`src/rtl/parity_arbiter_pkg.sv`:
```
// parity_arbiter_pkg: shared constants for the parity arbiter slice.
//   - FSM state encoding (IDLE / EVAL / HOLD)
//   - requester ID constants (REQ0 / REQ1)
//   - default widths for the checked word and the error counter
package parity_arbiter_pkg;

   localparam int DEF_DATA_W    = 9;
   localparam int DEF_ERR_CNT_W = 8;

   typedef enum logic [1:0] {
      IDLE = 2'd0,
      EVAL = 2'd1,
      HOLD = 2'd2
   } state_t;

   localparam logic REQ0 = 1'b0;
   localparam logic REQ1 = 1'b1;

endpackage : parity_arbiter_pkg

```
`src/rtl/parity_arbiter_eval.sv`:
```
// parity_eval: purely combinational ones-parity evaluator (74HC280 function).
//   data  : DATA_W-bit word
//   even  : word has an even number of 1s
//   odd   : word has an odd number of 1s (always ~even)
module parity_eval #(
   parameter int DATA_W = 9
) (
   input  logic [DATA_W-1:0] data,
   output logic              even,
   output logic              odd
);

   assign odd  = ^data;
   assign even = ~odd;

endmodule : parity_eval

```
`src/rtl/parity_arbiter.sv`:
```
// parity_arbiter: shares one parity_eval between two requesters with
// round-robin arbitration. A granted word is captured in IDLE, evaluated in
// EVAL, and its result is held in HOLD until the consumer takes it.
//
// Ports:
//   clk, rst                       clock, synchronous active-high reset
//   reqN_valid/data/odd/ready      requester N word + expected parity sense
//   res_valid/res_ready            result handshake
//   res_id, res_even, res_odd      result owner and observed parity flags
//   res_err                        observed parity differs from expected sense
//   err_count                      saturating count of results with res_err=1
//
// Build option: define PARITY_ERR_CNT_EN to build the error counter; without
// it err_count is tied to 0.
module parity_arbiter
   import parity_arbiter_pkg::*;
#(
   parameter int DATA_W    = DEF_DATA_W,
   parameter int ERR_CNT_W = DEF_ERR_CNT_W
) (
   input  logic                 clk,
   input  logic                 rst,
   input  logic                 req0_valid,
   input  logic [DATA_W-1:0]    req0_data,
   input  logic                 req0_odd,
   output logic                 req0_ready,
   input  logic                 req1_valid,
   input  logic [DATA_W-1:0]    req1_data,
   input  logic                 req1_odd,
   output logic                 req1_ready,
   output logic                 res_valid,
   input  logic                 res_ready,
   output logic                 res_id,
   output logic                 res_even,
   output logic                 res_odd,
   output logic                 res_err,
   output logic [ERR_CNT_W-1:0] err_count
);

   state_t              state;
   logic                ptr;       // preferred requester
   logic                grant_vld;
   logic                grant_id;
   logic                accept;
   logic [DATA_W-1:0]   cap_data;
   logic                cap_odd;
   logic                cap_id;
   logic                obs_even;
   logic                obs_odd;
   logic                mismatch;

   // Round-robin grant: preferred requester first, else the other one.
   always_comb begin
      grant_vld = 1'b0;
      grant_id  = ptr;
      if (ptr == REQ0) begin
         if (req0_valid)      begin grant_vld = 1'b1; grant_id = REQ0; end
         else if (req1_valid) begin grant_vld = 1'b1; grant_id = REQ1; end
      end else begin
         if (req1_valid)      begin grant_vld = 1'b1; grant_id = REQ1; end
         else if (req0_valid) begin grant_vld = 1'b1; grant_id = REQ0; end
      end
   end

   // Readys are masked during reset so no word is taken while rst is high.
   assign accept     = (state == IDLE) & grant_vld & ~rst;
   assign req0_ready = accept & (grant_id == REQ0);
   assign req1_ready = accept & (grant_id == REQ1);

   // The single shared evaluator, fed from the captured word.
   parity_eval #(.DATA_W(DATA_W)) u_eval (
      .data (cap_data),
      .even (obs_even),
      .odd  (obs_odd)
   );

   assign mismatch = obs_odd ^ cap_odd;

   always_ff @(posedge clk) begin
      if (rst) begin
         state     <= IDLE;
         ptr       <= REQ0;
         cap_data  <= '0;
         cap_odd   <= 1'b0;
         cap_id    <= REQ0;
         res_valid <= 1'b0;
         res_id    <= REQ0;
         res_even  <= 1'b1;
         res_odd   <= 1'b0;
         res_err   <= 1'b0;
      end else begin
         unique case (state)
            IDLE: begin
               if (accept) begin
                  cap_data <= (grant_id == REQ1) ? req1_data : req0_data;
                  cap_odd  <= (grant_id == REQ1) ? req1_odd  : req0_odd;
                  cap_id   <= grant_id;
                  state    <= EVAL;
               end
            end
            EVAL: begin
               res_even  <= obs_even;
               res_odd   <= obs_odd;
               res_err   <= mismatch;
               res_id    <= cap_id;
               res_valid <= 1'b1;
               state     <= HOLD;
            end
            HOLD: begin
               if (res_ready) begin
                  res_valid <= 1'b0;
                  ptr       <= ~res_id;   // favour the requester not just served
                  state     <= IDLE;
               end
            end
            default: state <= IDLE;
         endcase
      end
   end

`ifdef PARITY_ERR_CNT_EN
   logic [ERR_CNT_W-1:0] err_cnt_q;

   // Counts alongside the EVAL result register; sticks at all-ones.
   always_ff @(posedge clk) begin
      if (rst)
         err_cnt_q <= '0;
      else if ((state == EVAL) && mismatch && (err_cnt_q != '1))
         err_cnt_q <= err_cnt_q + 1'b1;
   end

   assign err_count = err_cnt_q;
`else
   assign err_count = '0;
`endif

endmodule : parity_arbiter

```
`config.mk`:
```
export PLATFORM = sky130hd
export DESIGN_NAME = parity_arbiter
export DESIGN_NICKNAME = d
export VERILOG_FILES = /design/src/rtl/parity_arbiter_pkg.sv /design/src/rtl/parity_arbiter_eval.sv /design/src/rtl/parity_arbiter.sv
export SDC_FILE = /design/constraint.sdc
export NUM_CORES = 1
export LEC_CHECK = 0
export ABC_CLOCK_PERIOD_IN_PS = 2800
export CELL_PAD_IN_SITES_DETAIL_PLACEMENT = 0
export CELL_PAD_IN_SITES_GLOBAL_PLACEMENT = 2
export CORE_MARGIN = 4
export CORE_UTILIZATION = 25
export CTS_CLUSTER_DIAMETER = 150
export CTS_CLUSTER_SIZE = 28
export DETAILED_ROUTE_END_ITERATION = 7
export PLACE_DENSITY = 0.82
export REMOVE_ABC_BUFFERS = 1
export SLEW_MARGIN = 15
export SYNTH_ARGS = -nofsm -noshare
export SYNTH_HDL_FRONTEND = slang
export SYNTH_SLANG_ARGS = --single-unit
```
`constraint.sdc`:
```
create_clock -name clk -period 2.8 [get_ports clk]
set_clock_uncertainty 0.2 [all_clocks]
set_input_delay 0.42 -clock clk [delete_from_list [all_inputs] [get_ports clk]]
set_output_delay 0.42 -clock clk [all_outputs]
set_load 0.01 [all_outputs]
```
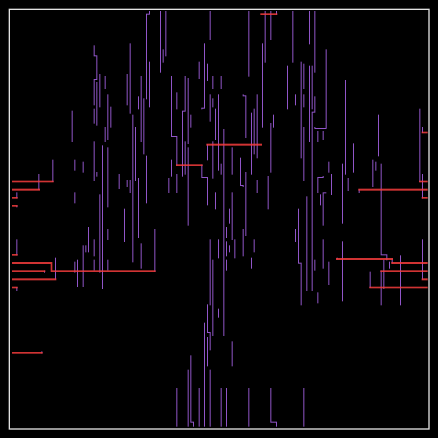
**Above:** metal layers overlaid.
Drawn at 6 px/µm. Two of the layers only.
color	layer	wire length
red	met3	118 µm
purple	met2	1070 µm
drt wl/cell: 11.5 µm
detailed-route via count: 777
drt total wl: 2090 µm
Global Route Usage Sum: 9.44%

==> flow_metrics.tcl <==
# place-and-route summary
set metrics [dict create \
    clk-power_mw 0.189 \
    hpwlAfterDp_um 1650 \
    numSynthFlops 19 \
    warning_count 25 \
    cpLargestDelayFamily "buffers and inverters" \
    setup_violations 0 \
    area_growth_pct 43.0 \
    synth.comb.largest_family "simple AND/OR/NAND/NOR gates" \
    cts_root_buf "clkbuf_8" \
    highest_layer "met4" \
    grt-ovfl-total 0 \
    power.switching_mw 0.204 \
    clock_latency_ns 0.25 \
    crit_fanout 4 \
    postPlaceCellArea_um2 1310 \
    route.met2.wl_um 1070 \
    power_density_nw_per_um2 544 \
    utilization_pct 37.2 \
    synthMuxAreaShare_pct 10.5 \
    preCtsSetupSlack_ns 0.0812 \
    htreeDepth 1 \
    fin_ws_ns 0.109 \
    crit_required_ns 2.18 \
    cts_num_sinks 19 \
    wl_met1_um 882 \
    adder_share_pct 1.05 \
    clockBufferDepth 2 \
    pin_count 40 \
    ys_sh_simple_pct 15.9 \
    antenna_found_initial 0 \
    drtPass1Iterations 4 \
    critPathBufInv 3 \
    ir_drop_mv 0.200 \
    start_kind "primary input" \
    yosys_area_um2 952 \
    ys_sh_aoi_pct 12.9 \
    netlist_area_um2 952 \
    worstPathCellList "clkdlybuf4s50_1 -> inv_1 -> maj3_1 -> nor2b_2 -> clkdlybuf4s50_1" \
    busiest_layer "met2" \
    placed_cells 178 \
    grt_pass1_wl_um 3770 \
    status "completed" \
    critPathKind "primary input to primary output" \
    p_seq_mw 0.319 \
    crit_arrival_ns 2.07 \
    drive_above_1_share_pct 9.70 \
    internal_power_mw 0.537 \
    grt_max_degree 20 \
    report.final.hold_viol_count 0 \
]
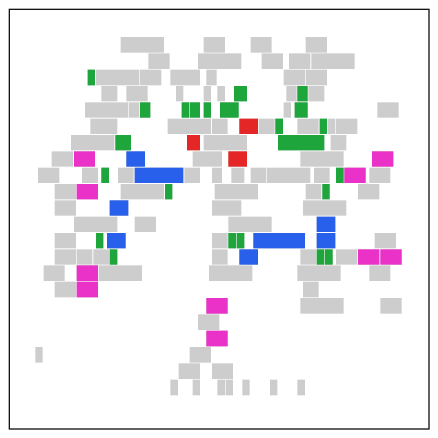
**Above:** logic cells by family.
Drawn at 6 px/µm.
color	family	cells
green	NOR gates	23
red	AND and OR gates	3
magenta	multiplexers	10
blue	XOR/XNOR gates	8
Top cell excl fill/tap: clkdlybuf4s50_1
logic share of the area: 38.5%

synthesized netlist by cell type (all sizes together):
| cell | count | area share [%] |
|---|---|---|
| dfxtp | 19 | 40 |
| nor2 | 15 | 5.9 |
| a211oi | 12 | 10 |
| buf | 10 | 7.4 |
| mux2i | 10 | 11 |
| a21oi | 4 | 2.1 |
| clkbuf | 3 | 1.2 |
| nand2 | 3 | 1.2 |
| nor2b | 3 | 2.0 |
| nor3 | 3 | 1.6 |
| xnor2 | 3 | 2.8 |
| xor2 | 3 | 2.8 |
| xnor3 | 2 | 4.9 |
| a21o | 1 | 0.79 |
| and2 | 1 | 0.66 |
| and3b | 1 | 0.92 |
| conb | 1 | 0.39 |
| inv | 1 | 0.39 |
| maj3 | 1 | 1.1 |
| nand2b | 1 | 0.66 |
| nor3b | 1 | 0.79 |
| nor4 | 1 | 1.3 |
| or3b | 1 | 0.92 |
worst paths after layout:
kind	start	to	slack, ns
setup / recovery	req0_valid	req0_ready	0.11
hold / removal	cap_id$_SDFFE_PP0P_	res_id$_SDFFE_PP0P_	0.25
setup reg to reg	cap_data[4]$_SDFFE_PP0P_	res_err$_SDFFE_PP0P_	0.98
hold reg to reg	cap_id$_SDFFE_PP0P_	res_id$_SDFFE_PP0P_	0.25
timing repair:
| action | 4_1_cts | 5_1_grt |
|---|---|---|
| buffers inserted | 0 | 0 |
| setup endpoints to repair | 0 | 1 |
| resized | 0 | 1 |
sequential cells by signal (all words and copies together), names as in the netlist:
register and flops:
state 2, ptr 1, cap_data 9, cap_id 1, res_id 1, res_err 1
res_even 1, res_valid 1, res_odd 1, cap_odd 1
cell type report:
type	instances	area, µm²
fill	381	2300
clock buffer	4	45.0
tap	48	60.1
inverter	1	3.75
timing repair buffer	36	348
sequential	19	380
multi-input combinational	74	524
